--- config.mk ---
export PLATFORM = sky130hd
export DESIGN_NAME = jtdsp16_cache
export DESIGN_NICKNAME = d
export VERILOG_FILES = /design/src/rtl/jtdsp16_cache_pkg.sv /design/src/rtl/jtdsp16_cache_ram.sv /design/src/rtl/jtdsp16_cache.sv
export SDC_FILE = /design/constraint.sdc
export NUM_CORES = 1
export LEC_CHECK = 0
export CAP_MARGIN = 40
export CORE_MARGIN = 2
export CORE_UTILIZATION = 55
export DETAILED_ROUTE_END_ITERATION = 8
export PLACE_DENSITY_LB_ADDON = 0.2
export SLEW_MARGIN = 40
export SYNTH_ARGS = -nofsm -noshare
export SYNTH_HDL_FRONTEND = slang
export SYNTH_SLANG_ARGS = --single-unit
--- constraint.sdc ---
create_clock -name clk -period 4.5 [get_ports clk]
set_input_delay 1.35 -clock clk [delete_from_list [all_inputs] [get_ports clk]]
set_output_delay 1.35 -clock clk [all_outputs]
set_load 0.1 [all_outputs]
--- src/rtl/jtdsp16_cache_pkg.sv ---
// jtdsp16_cache_pkg: shared state encoding for the DSP16 do/redo cache sequencer
package jtdsp16_cache_pkg;
  typedef enum logic [1:0] {IDLE = 2'd0, LOAD = 2'd1, LOOP = 2'd2} state_t;
endpackage

--- src/rtl/jtdsp16_cache_ram.sv ---
// jtdsp16_cache_ram: 2**AW x 16 register file, synchronous write, asynchronous read
module jtdsp16_cache_ram #(
  parameter int AW = 4
) (
  input  logic          clk,
  input  logic          we,
  input  logic [AW-1:0] wa,
  input  logic [15:0]   din,
  input  logic [AW-1:0] ra,
  output logic [15:0]   dout
);
  logic [15:0] mem [2**AW];
  always_ff @(posedge clk)
    if (we) mem[wa] <= din;
  assign dout = mem[ra];
endmodule

--- src/rtl/jtdsp16_cache.sv ---
// jtdsp16_cache: captures a do-block from ROM on its first pass, then replays it
// from the cache for the remaining iterations (or for every iteration on redo).
module jtdsp16_cache
  import jtdsp16_cache_pkg::*;
#(
  parameter int AW = 4,
  parameter int KW = 7
) (
  input  logic          clk,
  input  logic          rst,
  input  logic          cen,
  input  logic          do_start,
  input  logic [AW-1:0] ni,
  input  logic [KW-1:0] k,
  input  logic [15:0]   rom_dout,
  output logic          cache_sel,
  output logic [15:0]   cache_dout,
  output logic          pc_hold,
  output logic          irq_block,
  output logic          done
);
  state_t        st, st_nx;
  logic [AW-1:0] wr_ptr, wr_nx, rd_ptr, rd_nx, len, len_nx;
  logic [KW-1:0] iter, iter_nx, keff;
  logic          fin;
  assign keff      = (k == '0) ? KW'(1) : k;
  assign cache_sel = st == LOOP;
  assign pc_hold   = st == LOOP;
  assign irq_block = st != IDLE;
  jtdsp16_cache_ram #(.AW(AW)) u_ram (
    .clk  (clk),
    .we   (cen && st == LOAD),
    .wa   (wr_ptr),
    .din  (rom_dout),
    .ra   (rd_ptr),
    .dout (cache_dout)
  );
  always_ff @(posedge clk or posedge rst)
    if (rst) begin
      st     <= IDLE;
      wr_ptr <= '0;
      rd_ptr <= '0;
      len    <= '0;
      iter   <= '0;
      done   <= 1'b0;
    end else begin
      st     <= st_nx;
      wr_ptr <= wr_nx;
      rd_ptr <= rd_nx;
      len    <= len_nx;
      iter   <= iter_nx;
      done   <= fin;
    end
  // iter holds the passes still to be replayed from the cache
  always_comb begin
    st_nx   = st;
    wr_nx   = wr_ptr;
    rd_nx   = rd_ptr;
    len_nx  = len;
    iter_nx = iter;
    fin     = 1'b0;
    if (cen)
      case (st)
        IDLE:
          if (do_start) begin
            if (ni != '0) begin
              len_nx  = ni;
              wr_nx   = '0;
              iter_nx = keff - 1'b1;
              st_nx   = LOAD;
            end else if (len != '0) begin
              rd_nx   = '0;
              iter_nx = keff;
              st_nx   = LOOP;
            end else fin = 1'b1;
          end
        LOAD: begin
          wr_nx = wr_ptr + 1'b1;
          if (wr_ptr == len - 1'b1) begin
            if (iter == '0) begin
              st_nx = IDLE;
              fin   = 1'b1;
            end else begin
              rd_nx = '0;
              st_nx = LOOP;
            end
          end
        end
        LOOP: begin
          rd_nx = rd_ptr + 1'b1;
          if (rd_ptr == len - 1'b1) begin
            rd_nx   = '0;
            iter_nx = iter - 1'b1;
            if (iter == KW'(1)) begin
              st_nx = IDLE;
              fin   = 1'b1;
            end
          end
        end
        default: st_nx = IDLE;
      endcase
  end
endmodule

**Sizing map**

Bar = 50 um.
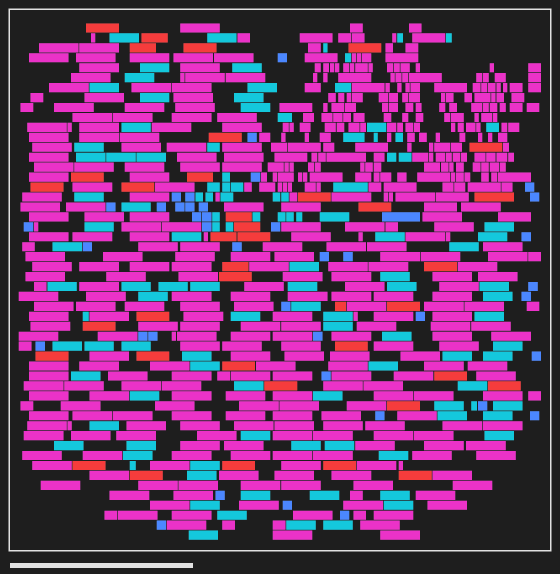
legend:
  cyan:
    size: x2
    cells: 114
    share: 17%
  magenta:
    size: x1 and smaller
    cells: 487
    share: 72%
  red:
    size: x6 and larger
    cells: 38
    share: 5.6%
  blue:
    size: x3 and x4
    cells: 40
    share: 5.9%
design area: 13,200 sq um
synthesis-to-layout area growth: 16.3%

**Met2 routing**

Cells faint in the background.
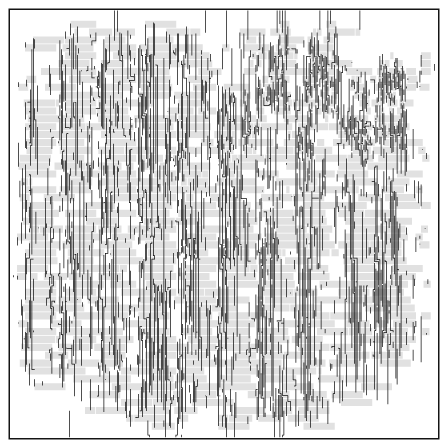
main direction: vertical
longest straight run: 60.2 um
nets with wire on the layer: 642
wire length on this layer: 11,700 um
share of all routed wire: 50%

**Wiring by layer**

Only two layers are drawn.
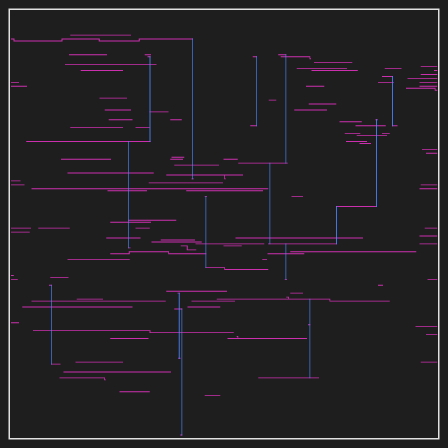
legend:
  blue:
    layer: M4
    wire_length: 420 um
  magenta:
    layer: M3
    wire_length: 1,570 um
Tot GR Track Use: 22.3%
drt wl/cell: 24.8 um

==> deck_impl_summary.md <==
Flow Results at a Glance

Status
  • Outcome: complete, no violations

Clock tree
  • CTS Buf Count: 29
  • Post_cts resized: 0
  • CTS tree: built
  • Hold Buf Count CTS: 0
  • Setup bufs post-CTS: 0
  • Root Driver: clkbuf_16
  • Clk buf depth: 3
  • Clk pin slew, worst setup/hold paths: approximately 0.06 ns
  • # H-tree levels: 1

Yosys
  • Ys cells: approximately 580
  • Netlist cell types: between 50 and 60
  • EDFF count, synth: between 200 and 300
  • Biggest area cells: edfxtp_1, mux4_2, dfrtp_1
  • Mapped Cells: ~580
  • Post-synthesis average cell area: between 15 and 20 sq um
  • Synth top area share: around two thirds
  • Count leader, synth: edfxtp_1
  • XOR/XNOR share of the synthesized area: under 10%
  • Post-synth top flop: edfxtp_1
  • Post-synthesis cell area: 11,400 sq um
  • Seq share, synth: between 70 and 80%
  • Synth top cells by count: edfxtp_1, mux4_2, nor2_1
  • Floorplan Nets: slightly above 600
  • Seq cells post-synth: about 280
  • Simple share: about 4.5%
  • Mux frac, synth: around 16%
  • Yosys Chip Area: roughly 11,000 sq um
  • Syn. warnings: 0
  • Dominant cell type by area after synthesis: edfxtp_1
  • AND-OR/OR-AND share of the synthesized area: between 3 and 4%
  • Adder Share, Synth: roughly 1.1%
  • Top non-seq family: multiplexers
  • Ys async rst share: between 7 and 8%

Cells and area
  • Sequential share of cell area: between 60% and 70%
  • Register area: between 8000 and 9000 sq um
  • Filler instances: approximately 1,400
  • Layout Nets: just over 700
  • Gate Area: approximately 3000 sq um
  • Post-route insts no fill: between 900 and 1,000
  • Largest cell class: flip-flops and latches
  • Comb/total area: between 20% and 30%
  • Final clock-cell share: 6.29%
  • Share of post-route cells with drive strength above 1: about 28%
  • Buffers excl. clock: just under 80
  • Layout non-clock buf frac: 5.62%
  • ANT cells: 0
  • Final Util: 65.3%
  • Logic Gate Count: between 200 and 300
  • Inverters: 17

STA
  • Post-route setup slack: just over 0.2 ns
  • F_max: 0.233 GHz
  • Period utilisation layout: roughly 95%
  • Final Skew: approximately 0.0091 ns
  • TNS Setup: 0 ns
  • Worst-Margin Slew: 0.779 ns
  • Worst relative slew slack: between 40% and 50%
  • # setup viols final: 0
  • Min Tclk post-route: 4.30 ns
  • Hold slack final: approximately 0.57 ns
  • RSZ-0062 raised after global routing: no
  • Slew Limit Fails: 0
  • Final Hold Viols: 0

Floorplan
  • FP Rows: around 52
  • Die Area: 21,800 sq um
  • Floorplan-stage core utilization: between 50% and 60%
  • Die height: about 150 um
  • Core ar.: 20,200 sq um
  • Die width: between 100 and 150 um
  • # Taps: 270
  • Boundary Pins: a little over 50

Routing
  • Detailed router's first-iteration violation count: roughly 520
  • Via density: ~6.2
  • Met2 routed WL: between 10 and 15 mm
  • Wl on met1: 9.82 mm
  • Initial DRT Pass Iterations: 5
  • Highest routed layer: met4
  • Antenna-violating nets left: 0
  • Met3 wire length: ~1.6 mm
  • DR DRC count: 0

Power and ir drop
  • Power Density: about 660 nW/um^2
  • Lkg Pwr: ~4.3 nW
  • Peak supply drop: around 0.00065 V
  • Total power: roughly 8.7 mW

Global route
  • Number of global-route vias before repair: between 6,000 and 7,000
  • GR Util met2: 36.2%
  • Largest net degree at the start of global routing: 27
  • Total gr overflow: 0
  • GR Util met1: 32.7%
  • Initial antenna violation count: 0
  • Routing usage on met3: under 10%
  • First-pass GRT wire length: 36.2 mm
  • Most crowded layer after global routing: met2

Setup path
  • Kind of critical path: reg2out
  • Element type at the critical path end: output pin
  • Worst Setup SP: rd_ptr[0]
  • Worst reg2reg startpoint: rd_ptr[2]
  • Crit path capture: cache_dout[2]
  • RR Endpoint: iter[5]
  • Critical path data arrival time: about 3.0 ns
  • Reg2reg path depth: 7
  • Critical path required time: 3.15 ns
  • CP Max Fanout: 26
  • Worst setup SP type: register
  • Reg2reg setup slack: 1.91 ns

Hold path
  • Hold Crit Class: reg2reg
  • Hold_sp: iter[1]
  • Hold path depth: 1
  • WHS Endpoint: iter[1]

Place
  • Pre-CTS setup slack: 0.692 ns
  • GP Congestion: roughly 0.85
  • Placement Cell Area: roughly 12,000 sq um
  • Dpl hpwl: 14.4 mm
  • Dpl cells: 902
  • PortBufs: 50

Flow run
  • Maximum capacitance violations: 0
  • Tool warnings: 31
**Clock nets**

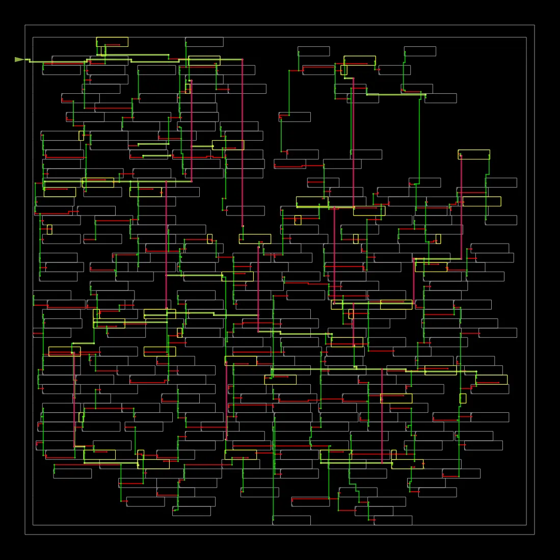
Latency at later pin: 0.54 ns
clock sink total: 278
clkbuf count: 36
flip-flops: 278

**Metal 4**

Bar = 50 um. Cells faint in the background.
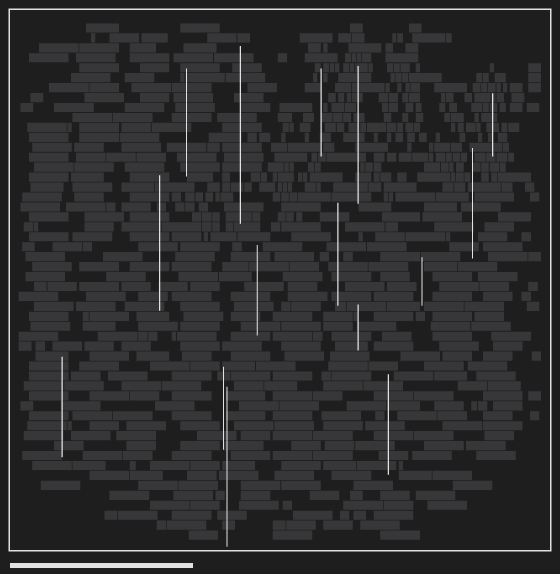
share of all routed wire: 1.8%
wire length on this layer: 420 um
longest straight run: 48.3 um
nets with wire on the layer: 7
main direction: vertical
wirelength, routed: 23.5 mm
routed vias: 5,896

sequential cells by signal, indices dropped and copies added (netlist names):
signal,count
u_ram.mem,256
iter,7
len,4
rd_ptr,4
wr_ptr,4
st,2
done,1
report_power, final:
group	switching (mW)	internal, mW
Clock	0.903	1.22
Combinational	2.11	1.22
Sequential	0.259	2.96
cells in the final DEF (no fill, tap or decap), drive strengths merged, types with 10 or more instances in the layout:
cell,n
nand3,13
clkdlybuf4s50,30
clkinv,10
ha,10
nor2,25
edfxtp,256
clkbuf,36
buf,48
inv,17
xnor2,10
nand2,23
o21ai,15
mux4,80
dfrtp,22
critical path, stage by stage (launching register included):
cell and delay (ns):
dfrtp_4 0.76, buf_4 0.38, mux4_2 0.54, mux4_2 0.47
buf_4 0.25
No activity file was given, so power comes from the tool's default toggle rates.
